`src/rtl/skinny_round_ctrl_pkg.sv`:
```
// Shared definitions for the SKINNY round controller: FSM states, block geometry
// and the 6-bit round-constant LFSR step.
package skinny_round_ctrl_pkg;

    typedef enum logic [1:0] {
        ST_IDLE  = 2'd0,
        ST_LOAD  = 2'd1,
        ST_ROUND = 2'd2,
        ST_OUT   = 2'd3
    } state_e;

    localparam int ROUNDS           = 40;
    localparam int ROUNDS_PER_CYCLE = 2;
    localparam int BEATS            = 4;
    localparam int RC_W             = 6;

    // One LFSR step: shift left, feed back rc[5]^rc[4]^1.
    function automatic logic [RC_W-1:0] rc_step(input logic [RC_W-1:0] rc);
        return {rc[4:0], rc[5] ^ rc[4] ^ 1'b1};
    endfunction

endpackage

```
`src/rtl/skinny_rc_lfsr.sv`:
```
// Round-constant LFSR: holds the constant state and exposes its one-step and
// two-step successors combinationally for the two rounds computed per cycle.
module skinny_rc_lfsr
    import skinny_round_ctrl_pkg::*;
(
    input  logic            clk,
    input  logic            rst,
    input  logic            clear_i,
    input  logic            adv_i,
    output logic [RC_W-1:0] step1_o,
    output logic [RC_W-1:0] step2_o
);

    logic [RC_W-1:0] rc_q;

    assign step1_o = rc_step(rc_q);
    assign step2_o = rc_step(step1_o);

    // NOTE: sequential state uses non-blocking assignments so every register
    // samples pre-edge values, independent of block ordering.
    always_ff @(posedge clk) begin
        if (rst || clear_i) begin
            rc_q <= '0;
        end else if (adv_i) begin
            rc_q <= step2_o;
        end
    end

endmodule

```
`src/rtl/skinny_round_ctrl.sv`:
```
// SKINNY round controller: sequences block load, the two-rounds-per-cycle cipher
// phase and block unload, driving the datapath shift/update enables.
module skinny_round_ctrl #(
    parameter int ROUND_CYCLES = skinny_round_ctrl_pkg::ROUNDS / skinny_round_ctrl_pkg::ROUNDS_PER_CYCLE,
    parameter int BEATS        = skinny_round_ctrl_pkg::BEATS
) (
    input  logic       clk,
    input  logic       rst,
    input  logic       start,
    input  logic       in_valid,
    output logic       in_ready,
    output logic       out_valid,
    input  logic       out_ready,
    output logic       sse,
    output logic       senc,
    output logic       kse,
    output logic       kenc,
    output logic [5:0] constant,
    output logic [5:0] constant2,
    output logic       busy,
    output logic       done
);

    import skinny_round_ctrl_pkg::*;

    localparam int BW = (BEATS > 1) ? $clog2(BEATS) : 1;
    localparam int RW = (ROUND_CYCLES > 1) ? $clog2(ROUND_CYCLES) : 1;
    localparam logic [BW-1:0] BEAT_LAST  = BW'(BEATS - 1);
    localparam logic [RW-1:0] ROUND_LAST = RW'(ROUND_CYCLES - 1);

    state_e          state_q, state_d;
    logic [BW-1:0]   beat_q, beat_d;
    logic [RW-1:0]   rnd_q, rnd_d;
    logic [RC_W-1:0] rc_step1, rc_step2;
    logic            in_acc, out_acc;

    assign in_acc  = (state_q == ST_LOAD) && in_valid;
    assign out_acc = (state_q == ST_OUT) && out_ready;

    always_ff @(posedge clk) begin
        if (rst) begin
            state_q <= ST_IDLE;
        end else begin
            state_q <= state_d;
        end
    end

    // NOTE: every combinational output gets a default first so no path leaves
    // it unassigned, which would otherwise infer a latch.
    always_comb begin
        state_d = state_q;
        unique case (state_q)
            ST_IDLE:  if (start) state_d = ST_LOAD;
            ST_LOAD:  if (in_acc && beat_q == BEAT_LAST) state_d = ST_ROUND;
            ST_ROUND: if (rnd_q == ROUND_LAST) state_d = ST_OUT;
            ST_OUT:   if (out_acc && beat_q == BEAT_LAST) state_d = ST_IDLE;
            default:  state_d = ST_IDLE;
        endcase
    end

    // Beat counter is shared by LOAD and OUT; it always ends a phase at zero.
    always_comb begin
        beat_d = beat_q;
        rnd_d  = rnd_q;
        if (in_acc || out_acc) begin
            beat_d = (beat_q == BEAT_LAST) ? '0 : beat_q + 1'b1;
        end
        if (state_q == ST_ROUND) begin
            rnd_d = (rnd_q == ROUND_LAST) ? '0 : rnd_q + 1'b1;
        end
    end

    always_ff @(posedge clk) begin
        if (rst) begin
            beat_q <= '0;
            rnd_q  <= '0;
        end else begin
            beat_q <= beat_d;
            rnd_q  <= rnd_d;
        end
    end

    skinny_rc_lfsr u_rc_lfsr (
        .clk     (clk),
        .rst     (rst),
        .clear_i ((state_q == ST_IDLE) && start),
        .adv_i   (state_q == ST_ROUND),
        .step1_o (rc_step1),
        .step2_o (rc_step2)
    );

    // in_ready/out_valid come from state only; handshakes gate just the enables.
    always_comb begin
        in_ready  = 1'b0;
        out_valid = 1'b0;
        sse       = 1'b0;
        senc      = 1'b0;
        kse       = 1'b0;
        kenc      = 1'b0;
        constant  = '0;
        constant2 = '0;
        done      = 1'b0;
        unique case (state_q)
            ST_LOAD: begin
                in_ready = 1'b1;
                sse      = in_valid;
                kse      = in_valid;
            end
            ST_ROUND: begin
                senc      = 1'b1;
                kenc      = 1'b1;
                constant  = rc_step1;
                constant2 = rc_step2;
            end
            ST_OUT: begin
                out_valid = 1'b1;
                sse       = out_ready;
                done      = out_ready && (beat_q == BEAT_LAST);
            end
            default: ;
        endcase
    end

    assign busy = (state_q != ST_IDLE);

endmodule

```
`config.mk`:
```
export PLATFORM = sky130hd
export DESIGN_NAME = skinny_round_ctrl
export DESIGN_NICKNAME = d
export VERILOG_FILES = /design/src/rtl/skinny_round_ctrl_pkg.sv /design/src/rtl/skinny_rc_lfsr.sv /design/src/rtl/skinny_round_ctrl.sv
export SDC_FILE = /design/constraint.sdc
export NUM_CORES = 1
export LEC_CHECK = 0
export ABC_AREA = 1
export CORE_ASPECT_RATIO = 1.1
export CORE_MARGIN = 1.5
export CORE_UTILIZATION = 60
export CTS_CLUSTER_DIAMETER = 120
export CTS_CLUSTER_SIZE = 8
export DETAILED_ROUTE_END_ITERATION = 8
export DONT_BUFFER_PORTS = 1
export HOLD_SLACK_MARGIN = 0.12
export PLACE_DENSITY = 0.76
export SETUP_SLACK_MARGIN = 0.4
export SLEW_MARGIN = 20
export SYNTH_ARGS = -nofsm -noshare
export SYNTH_HDL_FRONTEND = slang
export SYNTH_SLANG_ARGS = --single-unit
```
`constraint.sdc`:
```
create_clock -name clk -period 3.6 [get_ports clk]
set_clock_uncertainty 0.15 [all_clocks]
set_input_delay 0.72 -clock clk [delete_from_list [all_inputs] [get_ports clk]]
set_output_delay 0.72 -clock clk [all_outputs]
set_load 0.01 [all_outputs]
```
### Met2 routing

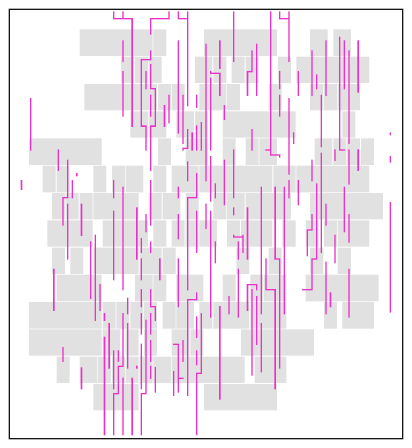
The layer carries 660 um of wire. The longest straight run is 14.3 um. 103 nets have wire on it.
Final Routed Wirelength: 1410 um
via count: 680
met2 usage: 30.0%

==> Slide: Implementation Results <==
Key Metrics from the Run

Final layout
  – Flop count: 15
  – Layout area overhead: -1.02%
  – Antenna diodes: 0
  – FF+latch area: around 300 sq um
  – Layout Utilization: 63.1%
  – Top cell excl fill/tap: nand2_1
  – Gate Area: approximately 430 sq um
  – Layout Cells excl Fill: 135
  – Logic gate fraction of the total cell area: 50.3%
  – Combinational Gates: around 80
  – Most frequent cells in the layout: nand2_1 (25), nor2_1 (20), inv_1 (18)
  – Signal buffers: 0

Job
  – Max cap viols: 0

Clock network
  – CTS tree: built
  – Num CTS Buffers: 3
  – Hold_buf cts: 0
  – Worst-skew pair later-pin latency: ~0.28 ns
  – CTS root buffer: clkbuf_4

Synthesis
  – Yosys stat chip area: 860 sq um
  – Sequential element share of the synthesized area: a little over a third
  – Main area contributors: dfxtp_1 (35%), nand2_1 (11%), ha_1 (10%), nor2_1 (8.7%), inv_1 (7.9%)
  – Complex Gates by Area: around 8.6%
  – Number of enable flip-flop cells: 0
  – Multiplexer share: 0%
  – Xor/xnor share: under 10%
  – Post-synthesis cell area: 860 sq um
  – Flops & latches, synth: 15
  – Post-Synthesis Net Count: around 130
  – Syn Area/Cell: around 7 sq um
  – Syn Inst Count: 122
  – Synth cell count leaders: nand2_1 (25), nor2_1 (20), inv_1 (18), dfxtp_1 (15)
  – Synth area leader: dfxtp_1
  – Cells in synth_stat.txt: between 100 and 150

Drt
  – WL met2: approximately 660 um
  – Drt first-iter violations: 5
  – DR WL/cell: roughly 10 um
  – TritonRoute pass-1 iters: 4
  – Antenna-violating nets left: 0
  – DR vias/cell: a little over 5
  – Metal1 wirelength: 682 um

Critical path
  – CP startpoint kind: register
  – R2R cell count: 7
  – R2R Path End: state_q[0]$_SDFFE_PP0P_
  – CP max FO: 16
  – Critical path startpoint: state_q[0]$_SDFFE_PP0P_
  – Critical Path AT: around 1.8 ns
  – Crit path kind: register to primary output
  – Setup crit end: constant[0]

Final timing
  – F_max: approximately 0.38 GHz
  – Slew at the pin closest to its max-slew limit: between 0.7 and 0.8 ns
  – Fin Hold WS: roughly 0.32 ns
  – Setup ws final: 0.976 ns
  – Worst rel slew slack: about 52%
  – TNS Setup: 0 ns
  – Minimum clock period: 2.62 ns
  – Slew Viols, Final: 0
  – Endpoints failing hold: 0

Power
  – Pwr Total: approximately 530 uW
  – Int Pwr: approximately 300 uW
  – Power density over cell area: 618 mW/mm^2
  – Clk pwr share: between 10% and 20%
  – Worst ir drop on vdd: around 0.30 mV
  – Leakage power: about 0.00045 uW
  – Comb pwr share: between 30 and 40%

Global route
  – GRT Overall Usage: 19.4%
  – Largest net degree at the start of global routing: 17
  – Initial antenna violation count: 0
  – Total global routing overflow: 0
  – First-pass GRT wire length: between 2000 and 2500 um

Floorplan
  – Cell Rows: 14
  – CORE AREA: between 0.001 and 0.0015 sq mm
  – Initial Util: about 64%
  – Die H: roughly 43 um
  – Tap Cells: 16

Placement
  – Hpwl dp: approximately 1100 um
  – GPL Wtd Cong: 0.651
  – DP Area: between 800 and 900 sq um

Min path
  – Number of cells on the worst hold path: 2
  – Hold crit path type: register to register

Outcome
  – Outcome: completed
### I/O nets highlighted

Bar = 10 um.
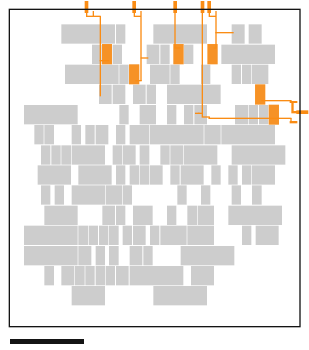
Key: orange = `constant` [bits 6, direction output, edge 5 top, 1 right, end cells 6, wire 77.6 um]
IO buf count: 0
I/O pins: 25

[critical path, stage by stage (launching register included)]
cell,delay [ns]
dfxtp_1,0.35
inv_1,0.11
ha_1,0.63
nand3_1,0.19
inv_1,0.20
[per-layer routing]
metal  track usage [%]  vias up
li1                  -      361
met1              26.2      301
met2              30.0       14
met3              4.71        4
met4              6.21        0
met5                 0        -
[state kept, by name (all words and copies together), names as in the netlist]
signal	flops
beat_q	2
state_q	2
u_rc_lfsr.rc_q	6
rnd_q	5
[power by group through the flow]
stage                     registers [uW]  logic, uW  clock network (uW)
after detailed placement             224        211                   0
after global placement               223        205                   0
after CTS                            221        212                98.1
final                                221        209                96.5
after global routing                 226        243                 107
after floorplan                      219        197                   0
Power and IR drop assume default switching activity.
